**src/rtl/pipeline_writeback_stage.sv**
```systemverilog
`default_nettype none
// ============================================================================
//  Module      : pipeline_writeback_stage
//  Description : Registered writeback stage between MEM and the register
//                file. Aligns and extends load data, selects the writeback
//                source, registers the result under valid/stall/flush
//                control and counts retired instructions.
//  Revision    : 1.0 - initial release
// ============================================================================
module pipeline_writeback_stage #(
  parameter int XLEN       = 32,
  parameter int REG_ADDR_W = 5,
  parameter int CNT_W      = 32,
  parameter int OFF_W      = $clog2(XLEN/8)
) (
  input  logic                  clk_i,
  input  logic                  reset_i,
  input  logic                  valid_i,
  input  logic                  stall_i,
  input  logic                  flush_i,
  input  logic [XLEN-1:0]       pcsrc_i,
  input  logic [XLEN-1:0]       mem_data_read_i,
  input  logic [XLEN-1:0]       alu_result_i,
  input  logic [XLEN-1:0]       offset_i,
  input  logic [1:0]            dmem_to_reg_i,
  input  logic [1:0]            load_size_i,
  input  logic                  load_unsigned_i,
  input  logic [OFF_W-1:0]      byte_offset_i,
  input  logic [REG_ADDR_W-1:0] rd_addr_i,
  input  logic                  reg_write_i,
  output logic                  valid_o,
  output logic                  reg_write_o,
  output logic [REG_ADDR_W-1:0] rd_addr_o,
  output logic [XLEN-1:0]       write_data_reg_o,
  output logic [CNT_W-1:0]      retire_count_o
);

  localparam logic [CNT_W-1:0] CNT_ONE = {{(CNT_W-1){1'b0}}, 1'b1};

  logic [OFF_W-1:0]      load_off;
  logic [XLEN-1:0]       load_shifted;
  logic                  sign_fill;
  logic [XLEN-1:0]       byte_ext;
  logic [XLEN-1:0]       half_ext;
  logic [XLEN-1:0]       word_ext;
  logic [XLEN-1:0]       dword_ext;
  logic [XLEN-1:0]       load_data;
  logic [XLEN-1:0]       wb_data;

  logic                  valid_q;
  logic                  reg_write_q;
  logic [REG_ADDR_W-1:0] rd_q;
  logic [XLEN-1:0]       data_q;
  logic [CNT_W-1:0]      retire_q;

  // Align the byte offset down to the access size (misaligned reads snap to the aligned unit)
  always_comb begin
    load_off = byte_offset_i;
    case (load_size_i)
      2'b01:   load_off[0]   = 1'b0;
      2'b10:   load_off[1:0] = 2'b00;
      2'b11:   load_off      = '0;
      default: load_off      = byte_offset_i;
    endcase
  end

  assign load_shifted = mem_data_read_i >> {load_off, 3'b000};
  assign sign_fill    = ~load_unsigned_i;
  assign byte_ext     = {{(XLEN-8){sign_fill & load_shifted[7]}},   load_shifted[7:0]};
  assign half_ext     = {{(XLEN-16){sign_fill & load_shifted[15]}}, load_shifted[15:0]};

  // Word/double extraction differs only in whether the datapath is wider than a word
  if (XLEN > 32) begin : g_wide
    assign word_ext  = {{(XLEN-32){sign_fill & load_shifted[31]}}, load_shifted[31:0]};
    assign dword_ext = load_shifted;
  end else begin : g_narrow
    // On a 32-bit datapath a double request behaves as a word load
    assign word_ext  = load_shifted;
    assign dword_ext = word_ext;
  end

  // Pick the extended load value for the requested access size
  always_comb begin
    load_data = byte_ext;
    case (load_size_i)
      2'b00:   load_data = byte_ext;
      2'b01:   load_data = half_ext;
      2'b10:   load_data = word_ext;
      default: load_data = dword_ext;
    endcase
  end

  // Writeback source mux
  always_comb begin
    wb_data = load_data;
    case (dmem_to_reg_i)
      2'b00:   wb_data = load_data;
      2'b01:   wb_data = alu_result_i;
      2'b10:   wb_data = pcsrc_i;
      default: wb_data = offset_i;
    endcase
  end

  // Stage register: flush kills the incoming instruction even under stall; stall alone holds
  always_ff @(posedge clk_i or posedge reset_i) begin
    if (reset_i) begin
      valid_q     <= 1'b0;
      reg_write_q <= 1'b0;
      rd_q        <= '0;
      data_q      <= '0;
    end else if (flush_i) begin
      valid_q     <= 1'b0;
    end else if (!stall_i) begin
      valid_q     <= valid_i;
      reg_write_q <= reg_write_i;
      rd_q        <= rd_addr_i;
      data_q      <= wb_data;
    end
  end

  // Count a held valid instruction once, on the edge where it leaves the stage
  always_ff @(posedge clk_i or posedge reset_i) begin
    if (reset_i) begin
      retire_q <= '0;
    end else if (valid_q && (!stall_i || flush_i)) begin
      retire_q <= retire_q + CNT_ONE;
    end
  end

  assign valid_o          = valid_q;
  assign reg_write_o      = valid_q & reg_write_q & (rd_q != '0);
  assign rd_addr_o        = rd_q;
  assign write_data_reg_o = data_q;
  assign retire_count_o   = retire_q;

endmodule
`default_nettype wire

```
**config.mk**
```make
export PLATFORM = sky130hd
export DESIGN_NAME = pipeline_writeback_stage
export DESIGN_NICKNAME = d
export VERILOG_FILES = /design/src/rtl/pipeline_writeback_stage.sv
export SDC_FILE = /design/constraint.sdc
export NUM_CORES = 1
export LEC_CHECK = 0
export CORE_ASPECT_RATIO = 0.75
export CORE_MARGIN = 1.5
export CORE_UTILIZATION = 41
export DETAILED_ROUTE_END_ITERATION = 10
export PLACE_DENSITY = 0.94
export SLEW_MARGIN = 20
export SYNTH_ARGS = -nofsm -noshare
export SYNTH_HDL_FRONTEND = slang
export SYNTH_SLANG_ARGS = --single-unit
```
**constraint.sdc**
```tcl
create_clock -name clk_i -period 3.2 [get_ports clk_i]
set_clock_uncertainty 0.05 [all_clocks]
set_input_delay 0.64 -clock clk_i [delete_from_list [all_inputs] [get_ports clk_i]]
set_output_delay 0.64 -clock clk_i [all_outputs]
set_load 0.005 [all_outputs]
```
**Run 1: clock distribution**

Bar = 20 um.
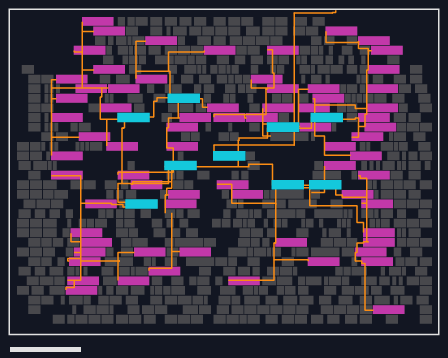
Key: clock wires = orange [length 953 um]; flip-flops = magenta [count 71]; cells driving clock nets = cyan [count 9]
There are 10 routed clock nets.

**Run 1: wiring heat map**

The die is cut into 24 by 18 equal tiles; dark blue is low, red is high, scaled to the fullest tile. Values are wire area over tile area, all layers added.
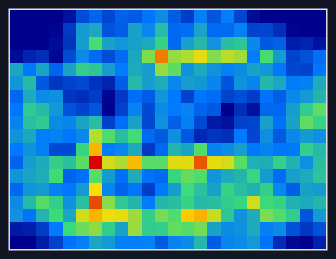
14% of the tiles are over half the peak. 6.2% of the tiles are nearly empty. The emptiest ninth of the die: top left.

==> out/qor.yml, run 1 <==
clock_network:
  htree_levels: 3
  clock-sinks: 71
  cts_resized: 0
  postCtsHoldBufs: 0
  post_cts_buffers: 0
  root_buffer: "clkbuf_16"
  clkTransAtPathRegs_ps: 60
  cts_buffers: 9
grt:
  overflow: 0
  met1_usage_pct: 37.43
  grt_pass1_wl_um: 24660
  grt_util_all_layers_pct: 28.73
  busiest_layer: "met2"
  grt_max_degree: 45
  antenna_found_initial: 0
yosys:
  yosys-stat-area_mm2: 0.004294
  async_flop_share_pct: 100.0
  ys_ff: 71
  mappedNetlistArea_mm2: 0.004294
  yosys-top-cells-count: "dfrtp_1, nand2_1, nor2_1, o22ai_1, mux2_2"
  synth.distinct_cells: 49
  floorplan.nets: 577
  adder_share_pct: 0.2914
  edf_count: 0
  ys_seq_share_pct: 41.38
  mux_share_pct: 12.67
timing:
  fin_worst_hold_slack_ps: 428.6
  clock.fmax_mhz: 371.8
  fin_tns_setup_ps: 0
  worst_slack_ps: 510.4
  final_max_slew_viol_count: 0
  fin_crit_ps: 2690
  worstMarginPinSlew_ps: 621.6
  rsz0062_at_grt: "no"
setup_path:
  r2r_end: "retire_count_o[12]"
  cp_num_buf_inv: 2
  start_kind: "input pin"
  cpMaxStageDelayCell: "clkdlybuf4s50_1"
  startpoint: "byte_offset_i[0]"
  max_stage_delay_ps: 470
  critical_path.top_delay_family: "AND-OR/OR-AND gates"
  cp_cell_sequence: "clkdlybuf4s50_1 > nor2b_1 > mux2_4 > a221o_1 > a311oi_4 > buf_4 > o22ai_1"
  critical_path_class: "input pin to flop"
  r2r-start: "retire_count_o[2]"
  cp.required_ps: 3350
pwr:
  power_mw: 2.955
  comb_power_mw: 0.856
  sw_frac_of_total_pct: 28.28
  clkPwrFrac_pct: 34.0
  pwr_density_cell_mw_per_mm2: 427.5
  maxPowerGroup: "registers"
  p_seq_share_pct: 37.1
  vdd_drop_max_mv: 0.2492
layout:
  layout_top_cell: "clkdlybuf4s50_1"
  synthToLayoutAreaGrowth_pct: 60.98
  buffer_area_share_pct: 32.83
  instances_no_fill: 782
  finalCoreUtilization_pct: 67.44
  comb_cells: 325
  sh_seq_area_pct: 25.70
  layout.area.comb_mm2: 0.002389
  design.seq.count: 71
placed_design:
  pre_cts_ws_ps: 207.4
  portBuffers: 216
  dp.cells: 766
floorplan:
  fp-utilization_pct: 41.89
  tapCellCount: 136
  chip_area_mm2: 0.01110
  die_h_um: 91.63
  ios: 217
routing:
  routedWlPerCell_um: 20.57
  wl_met2_um: 7822
  drt_iter0_drc: 284
  viasPerCell: 5.834
worst_hold_path:
  hold_class: "flop to flop"
status:
  status: "finished clean"
**Run 1: cells colored by class**

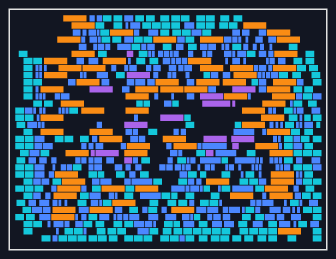
Key: clock drivers and dummy loads = purple [cells 16]; other buffers and delay cells = cyan [cells 231]; flip-flops = orange [cells 71]; all other logic = blue [cells 328]

## Run 2: what changed since run 1
clock period = 2.6 ns   (was 3.2 ns; I/O delays follow)
**Run 2: clock distribution**

Bar = 20 um.
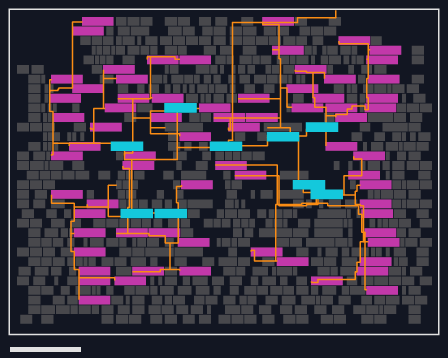
Key: clock wires = orange [length 949 um]; flip-flops = magenta [count 71]; cells driving clock nets = cyan [count 9]
There are 10 routed clock nets. Position of the flops: spread over the die.

==> run 2 against run 1 <==
Effect of this change: clock power rose by about 30%; count of clock-buffer cells in the layout is 1 lower; combinational power rose by 25%; synthesized area unchanged; cell count grew 1.2%; flip-flop count did not move; worst hold slack improved by 1.8 ps; total power up 26%; critical endpoint is now reg_write_o; largest cell class is now buffers; largest power group unchanged.
==> out/qor.yml, run 2 <==
layout:
  final_cell_mix: "clkdlybuf4s50_1, dfrtp_1, nand2_1"
  instances_no_fill: 791  # +1.2%
  synthToLayoutAreaGrowth_pct: 64.54
  layout_top_cell: "clkdlybuf4s50_1"
  sh_seq_area_pct: 25.15  # -0.56 points
  finalCoreUtilization_pct: 68.93  # +1.5 points
  layout.area.comb_mm2: 0.002389  # unchanged
  buffer_area_share_pct: 34.07  # +1.2 points
  fill_cells: 827
  comb_cells: 325  # unchanged
  final_nets: 798
  clk_share_pct: 4.409
  design.seq.count: 71  # unchanged
placed_design:
  portBuffers: 216  # unchanged
  pre_cts_ws_ps: -164.8  # -372.2 ps
  dp.cells: 776  # +1.3%
  place_congestion: 0.9241
yosys:
  floorplan.nets: 577  # unchanged
  mux_share_pct: 12.67  # unchanged
  adder_share_pct: 0.2914  # unchanged
  synth_warnings: 0
  mappedNetlistArea_mm2: 0.004294  # unchanged
  yosys-top-cells-count: "dfrtp_1, nand2_1, nor2_1, o22ai_1, mux2_2"
  yosys-stat-area_mm2: 0.004294  # unchanged
  edf_count: 0  # unchanged
  ys_seq_share_pct: 41.38  # unchanged
  synth.distinct_cells: 49  # unchanged
  ys_ff: 71  # unchanged
  async_flop_share_pct: 100.0  # unchanged
clock_network:
  clock-sinks: 71  # unchanged
  cts_resized: 0  # unchanged
  htree_levels: 3  # unchanged
  clock_latency_ps: 320
  clkTransAtPathRegs_ps: 60  # about the same
  root_buffer: "clkbuf_16"
  postCtsHoldBufs: 0  # unchanged
  cts_buffers: 9  # unchanged
pwr:
  p_seq_share_pct: 36.3  # -0.8 points
  comb_power_mw: 1.07  # +25%
  powerSeq_mw: 1.35
  vdd_drop_max_mv: 0.3234  # +30%
  clkPwrFrac_pct: 34.9  # +0.9 points
  sw_frac_of_total_pct: 27.17  # -1.1 points
  pwr_density_cell_mw_per_mm2: 526.9  # +23%
  power_mw: 3.723  # +26%
  pg_clk_mw: 1.30
  maxPowerGroup: "registers"
setup_path:
  cp_cell_sequence: "or3_1 > o311a_1 > clkdlybuf4s50_1"
  critical_path.top_delay_family: "buffers and inverters"
  r2r-start: "retire_count_o[2]"
  start_kind: "flop"
  ff2ff_setup_slack_ps: 460
  critical_path_class: "flop to primary output"
  max_stage_delay_ps: 450  # -20 ps
  cp_num_buf_inv: 1  # -1
  worstRegToRegCells: 5
  r2r_end: "retire_count_o[29]"
  cp.required_ps: 2030  # -1320 ps
  cpMaxStageDelayCell: "clkdlybuf4s50_1"
  startpoint: "rd_addr_o[0]"
grt:
  grt_util_all_layers_pct: 29.25  # +0.53 points
  grt_pass1_wl_um: 25030  # +1.5%
  grt_max_degree: 72  # +60%
  overflow: 0  # unchanged
  met1_usage_pct: 38.57  # +1.1 points
  busiest_layer: "met2"
  antenna_found_initial: 0  # unchanged
routing:
  wl_met2_um: 7822  # unchanged
  drt_iter0_drc: 240  # -15%
  viasPerCell: 5.764  # -1.2%
  routedWlPerCell_um: 20.31  # -1.3%
floorplan:
  ios: 217  # unchanged
  tapCellCount: 136  # unchanged
  fp-utilization_pct: 41.89  # unchanged
timing:
  worstMarginPinSlew_ps: 952.0  # +330.4 ps
  fin_crit_ps: 2430
  worst_slack_ps: 170.3  # -340.2 ps
  rsz0062_at_grt: "no"
  fin_worst_hold_slack_ps: 430.4  # +1.754 ps
  fin_tns_setup_ps: 0  # unchanged
  final_max_slew_viol_count: 0  # unchanged
  clock.fmax_mhz: 411.6
status:
  status: "finished clean"
worst_hold_path:
  hold_class: "flop to flop"
**Run 2: cells colored by class**

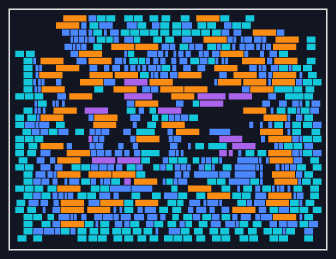
Key: other buffers and delay cells = cyan [cells 241]; all other logic = blue [cells 328]; clock drivers and dummy loads = purple [cells 15]; flip-flops = orange [cells 71]

Power and IR drop assume default switching activity.
